===== src/rtl/chip8_pkg.sv =====
// CHIP-8 shared constants and fetch-stage state encoding.
// Imported by the fetch stage and its peers.
package chip8_pkg;

  localparam int ADDR_W_DFLT = 12;
  localparam int PC_W_DFLT   = 16;

  localparam int          MEM_BYTES  = 4096;
  localparam logic [11:0] PROG_START = 12'h200;
  localparam logic [11:0] FONT_BASE  = 12'h000;

  localparam logic [2:0] S_IDLE    = 3'd0;
  localparam logic [2:0] S_REQ_HI  = 3'd1;
  localparam logic [2:0] S_REQ_LO  = 3'd2;
  localparam logic [2:0] S_WAIT_LO = 3'd3;
  localparam logic [2:0] S_VALID   = 3'd4;

endpackage


===== src/rtl/chip8_fetch.sv =====
// CHIP-8 instruction fetch: two byte reads over req/gnt,
// big-endian opcode assembly, valid/ready to the core.
module chip8_fetch
  import chip8_pkg::*;
#(
  parameter int ADDR_W = ADDR_W_DFLT,
  parameter int PC_W   = PC_W_DFLT
) (
  input  logic              clk,
  input  logic              rst,
  input  logic              fetch_start,
  input  logic [PC_W-1:0]   fetch_pc,
  input  logic              flush,
  output logic              mem_req,
  input  logic              mem_gnt,
  output logic [ADDR_W-1:0] mem_addr,
  input  logic [7:0]        mem_rdata,
  output logic              instr_valid,
  input  logic              instr_ready,
  output logic [15:0]       instr,
  output logic [PC_W-1:0]   instr_pc,
  output logic              busy,
  output logic              addr_fault
);

  logic [2:0]      state_q;
  logic [PC_W-1:0] pc_q;
  logic [7:0]      hi_q;
  logic            hi_cap_q;
  logic [15:0]     instr_q;
  logic [PC_W-1:0] instr_pc_q;
  logic            fault_q;

  logic pc_bad;
  logic can_start;

  // The all-ones address would need pc+1 to wrap, so it faults.
  assign pc_bad = (fetch_pc[PC_W-1:ADDR_W] != '0)
                | (&fetch_pc[ADDR_W-1:0]);

  assign can_start = (state_q == S_IDLE)
                   | ((state_q == S_VALID) & instr_ready);

  always_ff @(posedge clk) begin
    if (rst) begin
      state_q    <= S_IDLE;
      pc_q       <= '0;
      hi_q       <= '0;
      hi_cap_q   <= 1'b0;
      instr_q    <= '0;
      instr_pc_q <= '0;
      fault_q    <= 1'b0;
    end else begin
      fault_q <= 1'b0;
      if (flush) begin
        state_q <= S_IDLE;
      end else if (can_start && fetch_start) begin
        if (pc_bad) begin
          fault_q <= 1'b1;
          state_q <= S_IDLE;
        end else begin
          pc_q     <= fetch_pc;
          hi_cap_q <= 1'b0;
          state_q  <= S_REQ_HI;
        end
      end else begin
        case (state_q)
          S_REQ_HI: begin
            if (mem_gnt) begin
              hi_cap_q <= 1'b0;
              state_q  <= S_REQ_LO;
            end
          end
          S_REQ_LO: begin
            if (!hi_cap_q) begin
              hi_q     <= mem_rdata;
              hi_cap_q <= 1'b1;
            end
            if (mem_gnt) state_q <= S_WAIT_LO;
          end
          S_WAIT_LO: begin
            instr_q    <= {hi_q, mem_rdata};
            instr_pc_q <= pc_q;
            state_q    <= S_VALID;
          end
          S_VALID: begin
            if (instr_ready) state_q <= S_IDLE;
          end
          default: state_q <= S_IDLE;
        endcase
      end
    end
  end

  always_comb begin
    mem_req  = 1'b0;
    mem_addr = '0;
    case (state_q)
      S_REQ_HI: begin
        mem_req  = 1'b1;
        mem_addr = pc_q[ADDR_W-1:0];
      end
      S_REQ_LO: begin
        mem_req  = 1'b1;
        mem_addr = pc_q[ADDR_W-1:0] + ADDR_W'(1);
      end
      default: begin
        mem_req  = 1'b0;
        mem_addr = '0;
      end
    endcase
  end

  assign instr_valid = (state_q == S_VALID);
  assign instr       = instr_q;
  assign instr_pc    = instr_pc_q;
  assign busy        = (state_q != S_IDLE);
  assign addr_fault  = fault_q;

endmodule


===== config.mk =====
export PLATFORM = sky130hd
export DESIGN_NAME = chip8_fetch
export DESIGN_NICKNAME = d
export VERILOG_FILES = /design/src/rtl/chip8_pkg.sv /design/src/rtl/chip8_fetch.sv
export SDC_FILE = /design/constraint.sdc
export NUM_CORES = 1
export LEC_CHECK = 0
export CORE_MARGIN = 3
export CORE_UTILIZATION = 42
export CTS_CLUSTER_SIZE = 12
export DETAILED_ROUTE_END_ITERATION = 6
export PLACE_DENSITY = 0.83
export REMOVE_ABC_BUFFERS = 1
export SETUP_SLACK_MARGIN = 0.05
export SLEW_MARGIN = 20
export SYNTH_ARGS = -nofsm -noshare
export SYNTH_HDL_FRONTEND = slang
export SYNTH_SLANG_ARGS = --single-unit

===== constraint.sdc =====
create_clock -name clk -period 2.2 [get_ports clk]
set_clock_uncertainty 0.2 [all_clocks]
set_input_delay 0.22 -clock clk [delete_from_list [all_inputs] [get_ports clk]]
set_output_delay 0.22 -clock clk [all_outputs]
set_load 0.005 [all_outputs]

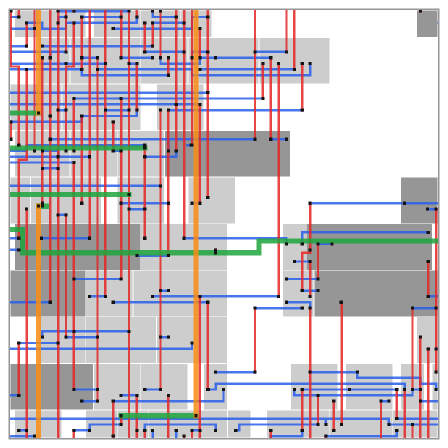
**Above:** layout detail.
Region (31, 31) to (56, 56) um. Cells in gray, sequential cells in the stronger gray; small squares are vias.
legend:
  red:
    layer: M2
  orange:
    layer: M4
  blue:
    layer: M1
  green:
    layer: M3
cells with their middle in the window: 46
netlist names of flops here include: `state_q` (3)
sequential cells in the window: 6
most frequent: buf_4 (10), dfxtp_1 (4)

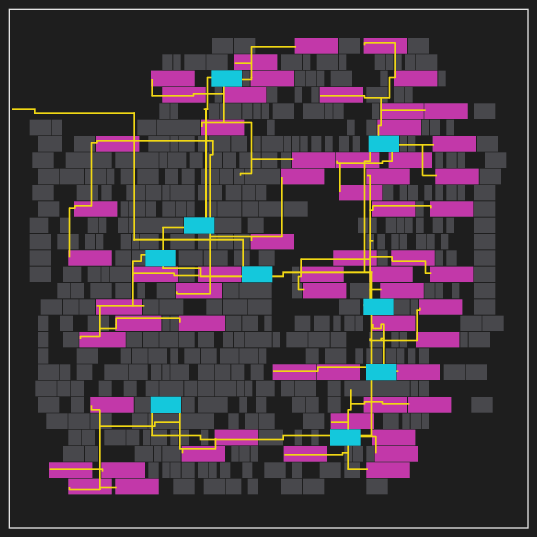
**Above:** clock distribution.
Scale: 6 px per um.
legend:
  cyan:
    item: clock-net drivers
    count: 9
  yellow:
    item: clock wires
    length: 770 um
  magenta:
    item: flip-flops
    count: 61
routed clock nets: 10
flops lie: spread over the die

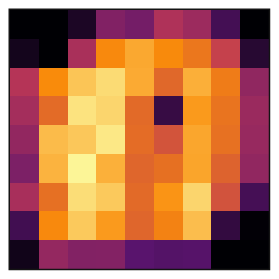
**Above:** cell area per tile.
Scale: 3 px per um. 9 x 9 tiles, from black (low) to pale yellow (high), 0 to 100% covered.
mean over tiles: 53%
tiles over 75% full: 28%
fullest tile: 98%
nearly empty tiles: 8.6%

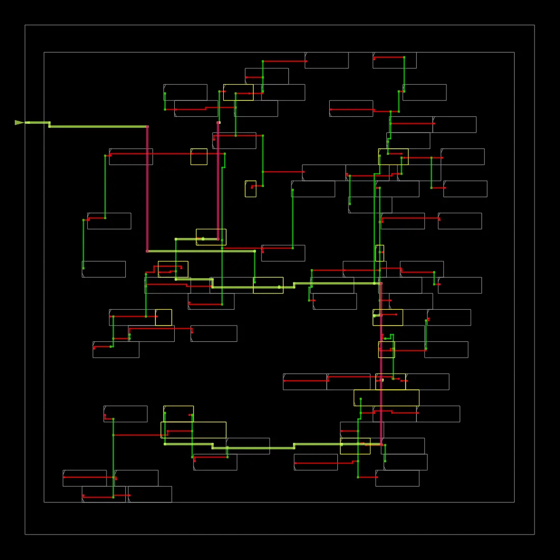
**Above:** the clock network.
CTS buffer count: 9
clkbuf count: 10
Latency at later pin: 0.34 ns
Sink Count: 61

==> impl_metrics.ini <==
; synthesis and place-and-route metrics
[layout]
seq_cells = 61
logic_gate_count = 249
area_dominant_class = logic gates
combGateArea_sq_mm = 0.00148
fin_util_pct = 66.7
nonClkBufAreaFrac_pct = 25.3
seq_area_share_pct = 30.4

[final_timing]
rsz0062_at_grt = yes
final.min_clock_period_ns = 2.19
setup_viol = 0
tightestPinTransition_ns = 0.701
hold_viol = 0

[setup_path]
crit_path_max_fanout = 3
critPathLaunch = pc_q[1]
cp.arrival_ns = 1.77
path_cells = ha_4 > and3_4 > nand4_1 > or4_1 > nand3_1 > buf_2
r2r_end = hi_q[3]
reg2reg_depth = 7
slowest_delay_ns = 0.42

[place]
io_buffers = 77
dpl-instance-area_sq_mm = 0.00365
dpl_worst_slack_ns = -0.177

[pwr]
vdd_drop_max_v = 0.000407
power_leader = registers
power.density_mw_per_mm2 = 572
p_leak_nw = 1.44
clkPwrFrac_pct = 46.9
power.internal_w = 0.00181
pwr-share-comb_pct = 5.2
seq-power_w = 0.00111
power.total_w = 0.00231

[global_routing]
gr-usage-met1_pct = 25.4
use_met2_pct = 33.6
grt_overflow = 0
gr-max-usage-layer = met2

[synthesis]
synth-async-reset-ratio_pct = 0
most_common_cell = nand2_1
ys_chip_area_sq_mm = 0.00270
synth_xor_xnor_area_share_pct = 0.648
aoi_share_pct = 13.8
ys_top_logic_family = simple AND/OR/NAND/NOR gates
synth_area_leader_cell = dfxtp_1
synth_cells = 336
edf_count = 0
adder_share_pct = 0.463
top_cell_area_share_pct = 45.2
yosys-mux-area-fraction_pct = 4.86
synth_warnings = 0

[floorplan]
die_h_um = 86.2
die_x_um = 86.2
design.die.area_sq_mm = 0.00743
core_sq_mm = 0.00606
num_rows = 28

[detailed_routing]
vias = 2712
avgRoutedWirePerCell_um = 14.9
drt-vias-per-instance = 5.29
wl_met2_um = 3710
met1Wirelength_um = 3250
first_iter_violations = 124
drc = 0

[run]
drv_cap = 0

[status]
status = completed

[clock_network]
post-cts-setup-buffers = 9
cts_root_buf = clkbuf_8

[hold_path]
holdPathStages = 2
Power figures rest on the tool's default switching activity, not on a simulated workload.
